<file path="src/rtl/gpr_writeback_pkg.sv">
// ---------------------------------------------------------------------------
// gpr_writeback_pkg
//   Shared definitions for the GPR write-back slice: load-type encodings as
//   they arrive from the MEM stage, the hard-wired zero register index, and
//   the write-port source selector used by the write-back arbiter.
// ---------------------------------------------------------------------------
package gpr_writeback_pkg;

    // Load-type encodings on pipe_ld_type. Codes 5-7 behave like LD_W.
    localparam logic [2:0] LD_W  = 3'd0;
    localparam logic [2:0] LD_B  = 3'd1;
    localparam logic [2:0] LD_BU = 3'd2;
    localparam logic [2:0] LD_H  = 3'd3;
    localparam logic [2:0] LD_HU = 3'd4;

    // Register 0 is hard-wired to zero and must never be written.
    localparam logic [4:0] REG_ZERO = 5'd0;

    // What drives the GPR write port on the next edge.
    typedef enum logic [1:0] {
        WB_IDLE     = 2'd0,   // nothing to write, hold address/data
        WB_PIPE     = 2'd1,   // MEM/WB pipeline write
        WB_POP_LIVE = 2'd2,   // drain a live MDU result from the buffer
        WB_POP_DEAD = 2'd3    // drain an invalidated MDU result silently
    } wb_src_e;

endpackage

</file>
<file path="src/rtl/gpr_writeback_pend_fifo.sv">
// ---------------------------------------------------------------------------
// wb_pend_fifo
//   Circular buffer holding MDU results waiting for an idle GPR write slot.
//   Each slot carries an occupancy bit and a separate live bit: a younger
//   pipeline write to the same register clears the live bit but the slot
//   stays occupied until it reaches the head and is popped.
//
// Ports
//   clk, reset          clock; synchronous active-high reset
//   push                store push_a3/push_wd at the write pointer
//   pop                 retire the head entry (caller guarantees non-empty)
//   inval, inval_a3     clear the live bit of every occupied slot with a3 match
//   qa1, qa2            decode source registers to compare against live slots
//   q_hit1, q_hit2      qaN non-zero and matches a live slot
//   head_live           head slot is still live (write it) vs stale (drop it)
//   head_a3, head_wd    head slot contents
//   count               number of occupied slots
// ---------------------------------------------------------------------------
module wb_pend_fifo
    import gpr_writeback_pkg::*;
#(
    parameter int DEPTH = 2
) (
    input  logic                     clk,
    input  logic                     reset,
    input  logic                     push,
    input  logic [4:0]               push_a3,
    input  logic [31:0]              push_wd,
    input  logic                     pop,
    input  logic                     inval,
    input  logic [4:0]               inval_a3,
    input  logic [4:0]               qa1,
    input  logic [4:0]               qa2,
    output logic                     q_hit1,
    output logic                     q_hit2,
    output logic                     head_live,
    output logic [4:0]               head_a3,
    output logic [31:0]              head_wd,
    output logic [$clog2(DEPTH):0]   count
);

    localparam int PW = $clog2(DEPTH);
    localparam int CW = PW + 1;

    logic [4:0]       slot_a3 [DEPTH];
    logic [31:0]      slot_wd [DEPTH];
    logic [DEPTH-1:0] occ;
    logic [DEPTH-1:0] live;
    logic [PW-1:0]    rd_ptr;
    logic [PW-1:0]    wr_ptr;

    // Control state. Invalidation is applied before the push so that an entry
    // entering the buffer on this edge is never killed by a write that was
    // already in the pipeline alongside it; only entries already pending are
    // considered older than the pipeline write. DEPTH is a power of two, so
    // the pointers wrap naturally.
    always_ff @(posedge clk) begin
        if (reset) begin
            occ    <= '0;
            live   <= '0;
            rd_ptr <= '0;
            wr_ptr <= '0;
            count  <= '0;
        end else begin
            for (int i = 0; i < DEPTH; i++) begin
                if (inval && occ[i] && (slot_a3[i] == inval_a3)) begin
                    live[i] <= 1'b0;
                end
            end
            if (pop) begin
                occ[rd_ptr]  <= 1'b0;
                live[rd_ptr] <= 1'b0;
                rd_ptr       <= rd_ptr + PW'(1);
            end
            if (push) begin
                occ[wr_ptr]  <= 1'b1;
                live[wr_ptr] <= 1'b1;
                wr_ptr       <= wr_ptr + PW'(1);
            end
            count <= count + CW'(push) - CW'(pop);
        end
    end

    // Payload storage needs no reset: a slot is only read once occ marks it.
    always_ff @(posedge clk) begin
        if (push) begin
            slot_a3[wr_ptr] <= push_a3;
            slot_wd[wr_ptr] <= push_wd;
        end
    end

    assign head_live = live[rd_ptr];
    assign head_a3   = slot_a3[rd_ptr];
    assign head_wd   = slot_wd[rd_ptr];

    // Hazard lookup for decode. Stale slots will never write the register,
    // so they must not stall anything.
    always_comb begin
        q_hit1 = 1'b0;
        q_hit2 = 1'b0;
        for (int i = 0; i < DEPTH; i++) begin
            if (occ[i] && live[i] && (qa1 != REG_ZERO) && (slot_a3[i] == qa1)) begin
                q_hit1 = 1'b1;
            end
            if (occ[i] && live[i] && (qa2 != REG_ZERO) && (slot_a3[i] == qa2)) begin
                q_hit2 = 1'b1;
            end
        end
    end

endmodule

</file>
<file path="src/rtl/gpr_writeback.sv">
// ---------------------------------------------------------------------------
// gpr_writeback
//   GPR write-port driver: MEM/WB stage register with load-data extraction
//   and sign/zero extension, merged with results from the multi-cycle
//   mult/div unit through a small pending buffer. Pipeline writes win the
//   port; buffered MDU results drain into otherwise idle cycles. The write
//   port is driven from registers, one write per cycle.
//
// Ports
//   clk, reset                    clock; synchronous active-high reset
//   pipe_valid/we/a3/wd           MEM-stage instruction and its result
//   pipe_ld_type, pipe_addr_lo    load kind and byte offset for extraction
//   mdu_valid/a3/wd, mdu_ready    MDU result handshake into the buffer
//   qa1, qa2 -> q_hit1, q_hit2    decode sources pending in the buffer
//   gpr_we, gpr_a3, gpr_wd        registered GPR write port
//   pend_count                    occupied buffer slots (including stale)
// ---------------------------------------------------------------------------
module gpr_writeback
    import gpr_writeback_pkg::*;
#(
    parameter int DEPTH = 2
) (
    input  logic                     clk,
    input  logic                     reset,
    input  logic                     pipe_valid,
    input  logic                     pipe_we,
    input  logic [4:0]               pipe_a3,
    input  logic [31:0]              pipe_wd,
    input  logic [2:0]               pipe_ld_type,
    input  logic [1:0]               pipe_addr_lo,
    input  logic                     mdu_valid,
    output logic                     mdu_ready,
    input  logic [4:0]               mdu_a3,
    input  logic [31:0]              mdu_wd,
    input  logic [4:0]               qa1,
    input  logic [4:0]               qa2,
    output logic                     q_hit1,
    output logic                     q_hit2,
    output logic                     gpr_we,
    output logic [4:0]               gpr_a3,
    output logic [31:0]              gpr_wd,
    output logic [$clog2(DEPTH):0]   pend_count
);

    localparam int CW = $clog2(DEPTH) + 1;

    logic        pipe_slot;
    logic        mdu_push;
    logic        buf_pop;
    logic        head_live;
    logic [4:0]  head_a3;
    logic [31:0] head_wd;
    logic [7:0]  ld_byte;
    logic [15:0] ld_half;
    logic [31:0] ld_data;
    wb_src_e     wb_src;

    // A pipeline instruction targeting r0 is treated as a non-writer.
    assign pipe_slot = pipe_valid && pipe_we && (pipe_a3 != REG_ZERO);

    // Ready looks only at the registered count: a pop on this edge does not
    // free a slot for a push on the same edge.
    assign mdu_ready = (pend_count < CW'(DEPTH));

    // MDU results for r0 complete the handshake but are dropped here.
    assign mdu_push = mdu_valid && mdu_ready && (mdu_a3 != REG_ZERO);

    assign buf_pop = !pipe_slot && (pend_count != '0);

    // Little-endian lane selection; for halfwords only addr_lo[1] matters.
    always_comb begin
        ld_byte = 8'h00;
        ld_half = 16'h0000;
        ld_data = pipe_wd;
        case (pipe_addr_lo)
            2'd0:    ld_byte = pipe_wd[7:0];
            2'd1:    ld_byte = pipe_wd[15:8];
            2'd2:    ld_byte = pipe_wd[23:16];
            default: ld_byte = pipe_wd[31:24];
        endcase
        ld_half = pipe_addr_lo[1] ? pipe_wd[31:16] : pipe_wd[15:0];
        case (pipe_ld_type)
            LD_B:    ld_data = {{24{ld_byte[7]}}, ld_byte};
            LD_BU:   ld_data = {24'h000000, ld_byte};
            LD_H:    ld_data = {{16{ld_half[15]}}, ld_half};
            LD_HU:   ld_data = {16'h0000, ld_half};
            default: ld_data = pipe_wd;
        endcase
    end

    // Write-port arbitration for the coming edge.
    always_comb begin
        wb_src = WB_IDLE;
        if (pipe_slot) begin
            wb_src = WB_PIPE;
        end else if (pend_count != '0) begin
            wb_src = head_live ? WB_POP_LIVE : WB_POP_DEAD;
        end
    end

    // Registered write port. Address and data hold when no write issues so
    // the port does not toggle on idle or stale-drop cycles.
    always_ff @(posedge clk) begin
        if (reset) begin
            gpr_we <= 1'b0;
            gpr_a3 <= REG_ZERO;
            gpr_wd <= 32'h0000_0000;
        end else begin
            case (wb_src)
                WB_PIPE: begin
                    gpr_we <= 1'b1;
                    gpr_a3 <= pipe_a3;
                    gpr_wd <= ld_data;
                end
                WB_POP_LIVE: begin
                    gpr_we <= 1'b1;
                    gpr_a3 <= head_a3;
                    gpr_wd <= head_wd;
                end
                default: begin
                    gpr_we <= 1'b0;
                end
            endcase
        end
    end

    // A pipeline write makes any older pending result for the same register
    // obsolete; the buffer keeps the slot but stops treating it as live.
    wb_pend_fifo #(
        .DEPTH (DEPTH)
    ) u_pend (
        .clk       (clk),
        .reset     (reset),
        .push      (mdu_push),
        .push_a3   (mdu_a3),
        .push_wd   (mdu_wd),
        .pop       (buf_pop),
        .inval     (pipe_slot),
        .inval_a3  (pipe_a3),
        .qa1       (qa1),
        .qa2       (qa2),
        .q_hit1    (q_hit1),
        .q_hit2    (q_hit2),
        .head_live (head_live),
        .head_a3   (head_a3),
        .head_wd   (head_wd),
        .count     (pend_count)
    );

endmodule

</file>
<file path="config.mk">
export PLATFORM = sky130hd
export DESIGN_NAME = gpr_writeback
export DESIGN_NICKNAME = d
export VERILOG_FILES = /design/src/rtl/gpr_writeback_pkg.sv /design/src/rtl/gpr_writeback_pend_fifo.sv /design/src/rtl/gpr_writeback.sv
export SDC_FILE = /design/constraint.sdc
export NUM_CORES = 1
export LEC_CHECK = 0
export CAP_MARGIN = 20
export CORE_UTILIZATION = 54
export DETAILED_ROUTE_END_ITERATION = 7
export PLACE_DENSITY = 0.82
export SYNTH_ARGS = -nofsm -noshare
export SYNTH_HDL_FRONTEND = slang
export SYNTH_SLANG_ARGS = --single-unit
</file>
<file path="constraint.sdc">
create_clock -name clk -period 4.07 [get_ports clk]
set_input_delay 0.6105 -clock clk [delete_from_list [all_inputs] [get_ports clk]]
set_output_delay 0.6105 -clock clk [all_outputs]
set_load 0.05 [all_outputs]
</file>
Figure 1. Clock network drawn from the DEF (run 1).
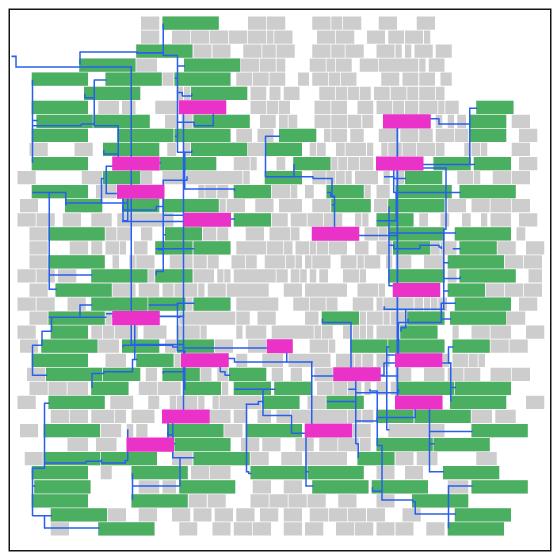
[clock wires] blue | length: 1,370 µm
[clock-net drivers] magenta | count: 17
[flip-flops] green | count: 121
flops lie	widely spread

Figure 2. Cell placement (run 1).
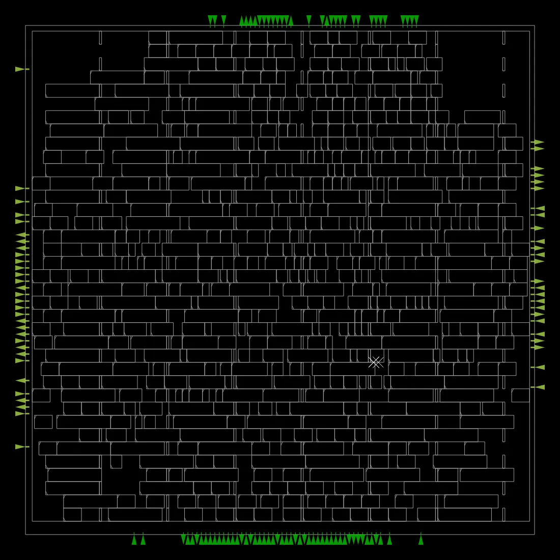
row count: 37
flop share of the area: 40.92%
Flops: 121
CORE AREA: 10,280 µm²

Figure 3. Metal 4 (run 1).
The bar under the picture is 20 µm long. Supply wires on this layer in gray.
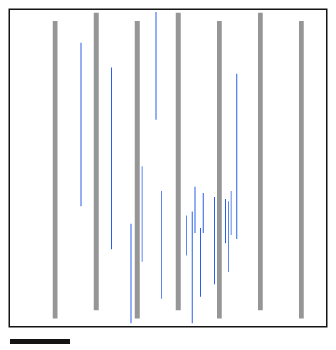
nets with wire on the layer	14
wire length on this layer	483 µm
share of all routed wire	3.1%
total wire length: 15,420 µm
Vias: 4,482

Figure 4. Sequential cells colored by netlist name (run 1).
Other sequential cells in the stronger gray, the rest of the logic in the fainter gray.
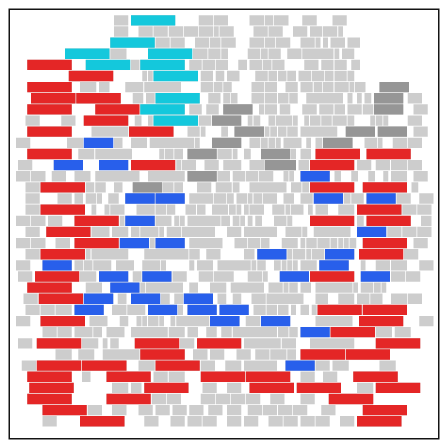
netlist name	color	placed flops
`gpr_wd`	blue	32
`u_pend.slot_a3`	cyan	10
`u_pend.slot_wd`	red	64
Seq group: 0.00179 W
core utilization of the finished layout: 75.24%

==> results.json, run 1 <==
{
  "async_flop_share_pct": 0,
  "hold_violations": 0,
  "hpwl_um": 10610,
  "status": "finished, violations left",
  "finalSetupTns_ns": 0,
  "cts_tree": "yes",
  "slew_viol_final": 0,
  "cts_resized": 0,
  "fin_crit_sh_pct": 81.19,
  "violations": "design-rule violations",
  "syn-cell-area_um2": 5675,
  "area_leaders": "edfxtp_1, dfxtp_1, mux2_2",
  "cap_violations": 0,
  "ios": 137,
  "syn-num-nets": 551,
  "via_per_inst": 6.073,
  "critPathCaptureType": "output port",
  "yosys_warnings": 0,
  "die_h_um": 104.5,
  "rsz0062_at_grt": "no",
  "final_common_cell": "clkdlybuf4s50_1",
  "p_per_area_nw_per_um2": 725.4,
  "yosysTopAreaCell": "edfxtp_1",
  "postSynthAreaPerCell_um2": 12.50,
  "gp_congestion": 0.8911,
  "drc": 3
}
## run 1: cells in the mapped netlist (2+ instances only)
library cell  count
buf_4             4
buf_2             7
edfxtp_1         74
xnor2_1          10
nand2_1          28
mux2_2           37
ha_1              3
mux2i_1           8
or4_1             2
nor2_1           27
nor3_1            2
mux4_2            8
a211oi_1         19
dfxtp_1          47
and2_1            2
nor2b_1           3
clkbuf_1         15
xor2_1           24
a221oi_1          7
o22ai_1          24
nand3_1           2
a21oi_1          24
a222oi_1          7
nand4_1           6
nor4_1            6
nand2b_1          3
or3_1             2
buf_6             2
a211o_1           7
a211oi_2         10
inv_1            12
o21ai_0           3
## run 1: where the power goes
| group | switching [W] | internal (W) |
|---|---|---|
| Clock | 0.000524 | 0.00105 |
| Combinational | 0.00136 | 0.000889 |
| Sequential | 0.000208 | 0.00158 |
| Total | 0.00209 | 0.00352 |
## run 1: final cells by class
type / count / area [µm²] / area share (%)
clock buffer: 19 / 421.7 / 5.453
multi-input combinational: 290 / 2296 / 29.69
inverter: 13 / 48.80 / 0.6311
sequential: 121 / 3164 / 40.92
clock inverter: 13 / 200.2 / 2.589
timing repair buffer: 146 / 1431 / 18.51
tap: 136 / 170.2 / 2.201
## run 1: per-layer routing
| metal | GRT usage [%] | part of all wire [%] | up-vias |
|---|---|---|---|
| li1 | - | - | 2023 |
| met1 | 37.82 | 39 | 2134 |
| met2 | 48.63 | 49 | 280 |
| met3 | 6.015 | 9.1 | 45 |
| met4 | 13.88 | 3.1 | 0 |
| met5 | 0 | 0 | - |
## run 1: final timing paths
path / from / end / slack, ns / cells past startpoint
max: qa2[4] / q_hit2 / 0.77 / 6
max reg2reg: u_pend.count[0] / gpr_wd[17] / 1.66 / 9
min reg2reg: gpr_wd[12] / gpr_wd[12] / 0.50 / 2
min: gpr_wd[12] / gpr_wd[12] / 0.50 / 2
## run 1: critical path: stages
cell and delay [ns]:
clkdlybuf4s50_1 0.48, xor2_1 0.19, nor4_1 0.32, nand4_1 0.14, a21oi_1 0.14, clkdlybuf4s50_1 0.82
## run 1: registers in the layout, summed over array words and instances, names as in the netlist, named ones only
register and count:
gpr_wd 32, u_pend.live 2, u_pend.slot_a3 10, u_pend.wr_ptr 1
u_pend.slot_wd 64, u_pend.count 2, u_pend.occ 2, gpr_a3 5
u_pend.rd_ptr 1, gpr_we 1
## run 1: logic make-up after synthesis
family / Yosys count / share of synthesized area (%)
flops: 121 / 55.73
compound gates: 113 / 15.12
simple gates: 86 / 7.209
mux: 53 / 11.93
buf+inv: 43 / 3.814
xor+xnor: 35 / 5.533
fa+ha+maj: 3 / 0.6614
## run 1: stage by stage
step | setup slack [ns] | utilization, % | instances | area, µm² | hold slack, ns
6_report | 0.7654 | 75.24 | 738 | 7732 | 0.4985
5_1_grt | 0.7066 | 75.24 | 738 | 7732 | 0.5206
4_1_cts | 0.7782 | 75.24 | 738 | 7732 | 0.4947
3_5_place_dp | 0.5452 | 69.19 | 706 | 7111 | 0.4742
3_3_place_gp | 0.6902 | 69.19 | 706 | 7111 | 0.4621
2_1_floorplan | 1.179 | - | 454 | 5675 | 0.4578
Figure 5. Wire density map (run 1).
The bar under the picture is 20 µm long. The die is cut into 21 by 21 equal tiles; dark purple is low, yellow is high, scaled to the fullest tile. Values are wire area over tile area, all layers added.
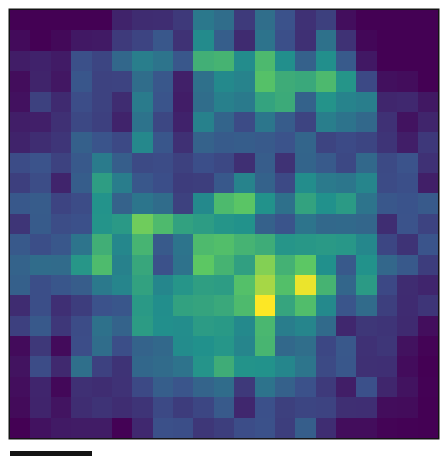

==> run 2: changes to the inputs <==
Settings changed: CORE_UTILIZATION 54 to 45, PLACE_DENSITY 0.82 to 0.72.
Clock period 4.07 ns to 2.8 ns, I/O delays scaled along.
Figure 6. Wire density map (run 2).
The bar under the picture is 20 µm long. The die is cut into 23 by 23 equal tiles; dark purple is low, yellow is high, scaled to the fullest tile. Values are wire area over tile area, all layers added.
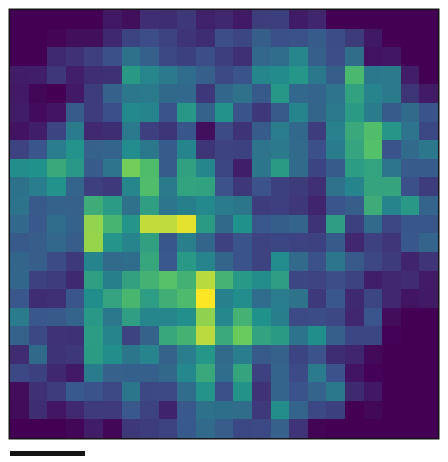
tiles over half the peak	16%
emptiest ninth of the die	lower right
mean over tiles	0.19

Figure 7. Cell placement (run 2).
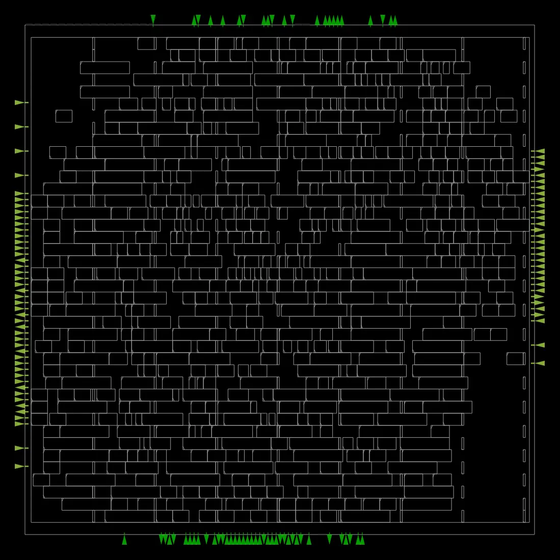
row count: 40
fillers: 920

==> run 2 against run 1 <==
Compared with the run above: worst setup slack got worse by 0.42 ns; clock skew decreased by 0.00068 ns; the flow now finishes without violations; sequential share of layout area decreased by 1.2 points; largest power group unchanged.
==> results.json, run 2 <==
{
  "rsz0062_at_grt": "no",
  "hold_violations": 0,
  "ys_top_cells_by_count": "edfxtp_1, dfxtp_1, mux2_2, nand2_1, nor2_1",
  "hpwl_um": 11200,
  "pwr-share-seq_pct": 30.8,
  "drc": 0,
  "fin_ws_ns": 0.3434,
  "switchingPower_w": 0.003042,
  "critPathCaptureType": "flop",
  "status": "complete, no violations",
  "cpMaxStageDelayCell": "clkdlybuf4s50_1",
  "p_comb_share_pct": 40.7,
  "yosysTopAreaCell": "edfxtp_1",
  "p_int_w": 0.005255,
  "finalSetupTns_ns": 0,
  "yosys_warnings": 0,
  "largest_reg_flops": 64,
  "cap_violations": 0,
  "via_per_inst": 5.733,
  "slowest_delay_ns": 0.42,
  "path_cells": "clkdlybuf4s50_1 -> or3_1 -> o311a_4 -> nor2_1 -> ha_1 -> nor2_1 -> and2_1 -> buf_12 -> a211oi_1",
  "top_regs": "u_pend.slot_wd: 64 flops, gpr_wd: 32 flops, u_pend.slot_a3: 10 flops",
  "synth.most_common_cell": "edfxtp_1"
}
## run 2: per-stage QoR
| step | util [%] | hold slack (ns) | total power (W) | std cells | cell area (µm²) |
|---|---|---|---|---|---|
| after floorplan | - | 0.4578 | 0.004805 | 454 | 5675 |
| after global placement | 60.15 | 0.4665 | 0.005849 | 754 | 7316 |
| after detailed placement | 60.15 | 0.4716 | 0.005925 | 754 | 7316 |
| after CTS | 65.50 | 0.4800 | 0.008331 | 786 | 7966 |
| after global routing | 65.50 | 0.5065 | 0.008660 | 786 | 7966 |
| final | 65.50 | 0.4779 | 0.008296 | 786 | 7966 |
## run 2: power by group through the flow
stage               sequential, W  combinational [W]  clock (W)
floorplan                 0.00323            0.00158          0
global placement          0.00257            0.00328          0
detailed placement        0.00258            0.00334          0
CTS                       0.00256            0.00338    0.00240
global route              0.00260            0.00359    0.00247
finish                    0.00256            0.00338    0.00237
## run 2: layout make-up
class | instances | area (µm²) | share of cell area, %
Clock inverter | 14 | 221.5 | 2.780
Tap cell | 168 | 210.2 | 2.639
Multi-Input combinational cell | 290 | 2296 | 28.82
Sequential cell | 121 | 3164 | 39.72
Inverter | 13 | 48.80 | 0.6125
Clock buffer | 18 | 429.2 | 5.387
Timing Repair Buffer | 162 | 1597 | 20.04
## run 2: worst max-delay path: cells and delay by family
family	cells	cell delay, ns
AOI/OAI and AO/OA	2	0.43
adders and majority gates	1	0.29
and+or+nand+nor	4	0.98
buffers and inverters	2	0.59
## run 2: final timing paths
kind	from	to	slack [ns]	cells after the start
setup / recovery	pipe_a3[0]	gpr_wd[17]	0.34	9
hold / removal	gpr_wd[10]	gpr_wd[10]	0.48	2
setup reg to reg	u_pend.count[0]	gpr_wd[17]	0.80	9
hold reg to reg	gpr_wd[10]	gpr_wd[10]	0.48	2
## run 2: kinds of logic (layout without fill, tap and decap cells)
logic type / Yosys count / count (layout) / synth area share, %
simple gates: 86 / 86 / 7.209
xor+xnor: 35 / 35 / 5.533
flops: 121 / 121 / 55.73
buf+inv: 43 / 207 / 3.814
fa+ha+maj: 3 / 3 / 0.6614
mux: 53 / 53 / 11.93
compound gates: 113 / 113 / 15.12
## run 2: routing by layer
metal  wire length, µm  part of all wire, %  GRT usage (%)  vias up
met3              1240                  8.1          6.300       28
met1              6348                   41          32.27     2201
met5                 0                    0              0        -
li1                  -                    -              -     2054
met2              7479                   49          41.70      223
met4               325                  2.1          7.792        0
Figure 8. Sequential cells colored by netlist name (run 2).
Other sequential cells in the stronger gray, the rest of the logic in the fainter gray.
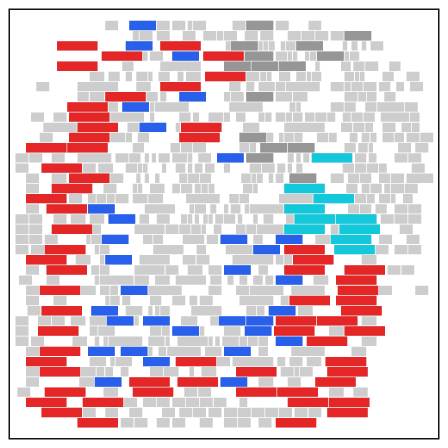

==> run 3: changes to the inputs <==
Settings changed: CORE_ASPECT_RATIO set to 2, CORE_MARGIN set to 3.
Figure 9. Sequential cells colored by netlist name (run 3).
Other sequential cells in the stronger gray, the rest of the logic in the fainter gray.
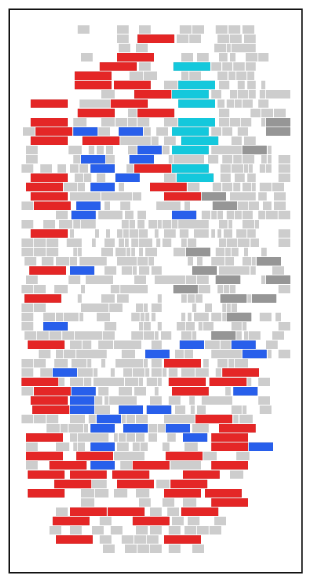
netlist name	color	placed flops
`gpr_wd`	blue	32
`u_pend.slot_a3`	cyan	10
`u_pend.slot_wd`	red	64
not colored	15
flop share of the area: 40.52%
Seq group: 0.00256 W
Reg area: 3164 µm²

Figure 10. Clock network drawn from the DEF (run 3).
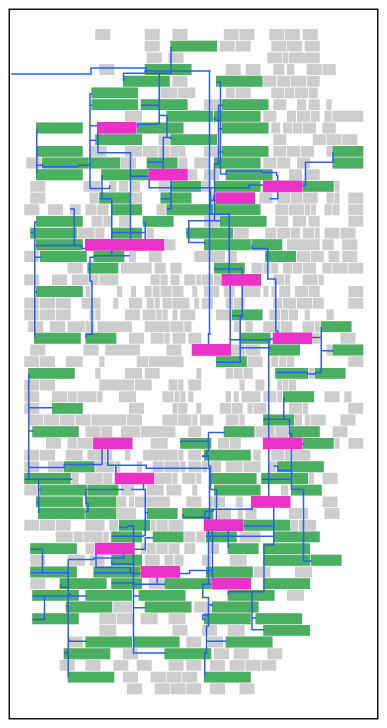
[flip-flops] green | count: 121
[clock-net drivers] magenta | count: 17
[clock wires] blue | length: 1,430 µm
routed clock nets	18
flops lie	widely spread
Clock Power: 0.00191 W
Clk pwr share: 24.3%
clock skew: 0.008071 ns
Worst-Skew Late Latency: 0.41 ns

==> run 3 against run 2 <==
Compared with the run above: first-iteration DRC count decreased by 48%; fmax is 0.95% lower; total power down 5.5%; design area shrank 2.0%; sequential share of layout area increased by 0.80 points; utilization shrank 1.8 points; synthesized cell count did not move; count of clock-buffer cells in the layout up 3; via count shrank 1.7%; clock power is 19% lower; global-route usage is 1.6 points lower; sequential power about the same.
==> results.json, run 3 <==
{
  "cts_sinks": 121,
  "yosys_warnings": 0,
  "worstPathRequired_ns": 3.05,
  "cpMaxStageDelayCell": "clkdlybuf4s50_1",
  "critPathCaptureType": "flop",
  "fp-row-count": 57,
  "cp_top_family": "simple AND/OR/NAND/NOR gates",
  "cap_violations": 0,
  "ys_top_cells_by_count": "edfxtp_1, dfxtp_1, mux2_2, nand2_1, nor2_1",
  "placed_cell_area_um2": 7282,
  "edf_count": 74,
  "fmax_ghz": 0.4032,
  "p_per_area_nw_per_um2": 1005,
  "critPathBufInv": 2,
  "n_antenna_cell": 0,
  "final.min_clock_period_ns": 2.480,
  "drc": 0,
  "ys_seq_share_pct": 55.73,
  "antenna_found_initial": 0,
  "fin_area_um2": 7809,
  "initCoreUtil_pct": 46.27,
  "top_regs": "u_pend.slot_wd: 64 flops, gpr_wd: 32 flops, u_pend.slot_a3: 10 flops",
  "via_per_inst": 5.800,
  "clk_pin_slew_ns": 0.05,
  "async_flop_share_pct": 0,
  "drtIter0Drc": 233,
  "fin_ws_ns": 0.3199,
  "slowest_delay_ns": 0.42,
  "hold_violations": 0,
  "synth.most_common_cell": "edfxtp_1",
  "arrival_ns": 2.73,
  "syn_inst": 454,
  "finalNonFillerCells": 764,
  "final_common_cell": "clkdlybuf4s50_1",
  "rsz0062_at_grt": "no",
  "h-tree-depth": 4,
  "cts_tree": "yes",
  "hpwl_um": 12000,
  "largest_reg_flops": 64,
  "dr_total_vias": 4431,
  "core_um2": 12270,
  "place_inst": 732,
  "path_cells": "clkdlybuf4s50_1 -> or3_1 -> o311a_4 -> nor2_1 -> ha_1 -> nor2_1 -> and2_1 -> buf_12 -> a211oi_1",
  "status": "complete, no violations",
  "postCtsHoldBufs": 0,
  "yosysTopAreaCell": "edfxtp_1"
}
[run 3: metrics by stage]
stage,util (%),power (W),hold WS (ns),setup TNS [ns]
final,63.66,0.007844,0.4781,0
after global routing,63.66,0.008237,0.4987,0
after CTS,63.66,0.007912,0.4810,0
after detailed placement,59.36,0.005979,0.4619,-0.3048
after global placement,59.36,0.005887,0.4645,0
after floorplan,-,0.004805,0.4578,0
[run 3: cell type report]
| type | count | area [µm²] |
|---|---|---|
| Sequential cell | 121 | 3164 |
| Clock inverter | 11 | 76.32 |
| Tap cell | 147 | 183.9 |
| Multi-Input combinational cell | 290 | 2296 |
| Fill cell | 944 | 4458 |
| Timing Repair Buffer | 161 | 1589 |
| Inverter | 13 | 48.80 |
| Clock buffer | 21 | 450.4 |
[run 3: worst paths after layout]
kind                                       from          to  slack [ns]  depth (start not counted)
worst min register to register        gpr_wd[8]   gpr_wd[8]        0.48                          2
worst max-delay path                 pipe_a3[0]  gpr_wd[31]        0.32                          9
worst min-delay path                  gpr_wd[8]   gpr_wd[8]        0.48                          2
worst max register to register  u_pend.count[1]  gpr_wd[31]        0.83                          8
[run 3: worst reg2reg max path, cell delays in order (launching register included)]
cell,delay (ns)
dfxtp_1,0.37
nor2_1,0.10
a211oi_1,0.24
nor2_1,0.07
ha_1,0.31
nor2_1,0.24
and2_1,0.22
buf_12,0.17
a211oi_1,0.10
[run 3: power by group]
| part | switching [W] | internal [W] |
|---|---|---|
| Sequential | 0.000262 | 0.00229 |
| Clock | 0.000759 | 0.00115 |
| Combinational | 0.00199 | 0.00139 |
[run 3: kinds of logic (layout without fill, tap and decap cells)]
| group | count (synthesis) | count (layout) | synth area share [%] |
|---|---|---|---|
| buf+inv | 43 | 206 | 3.814 |
| flops | 121 | 121 | 55.73 |
| simple gates | 86 | 86 | 7.209 |
| xor+xnor | 35 | 35 | 5.533 |
| fa+ha+maj | 3 | 3 | 0.6614 |
| compound gates | 113 | 113 | 15.12 |
| mux | 53 | 53 | 11.93 |
[run 3: metal layers]
metal	global-route usage [%]	share of wire, %	up-vias
met5	0	0	-
met4	13.76	5.0	0
met3	5.142	5.7	44
met2	42.99	56	182
met1	23.83	33	2154
li1	-	-	2051
Power and IR drop assume default switching activity.
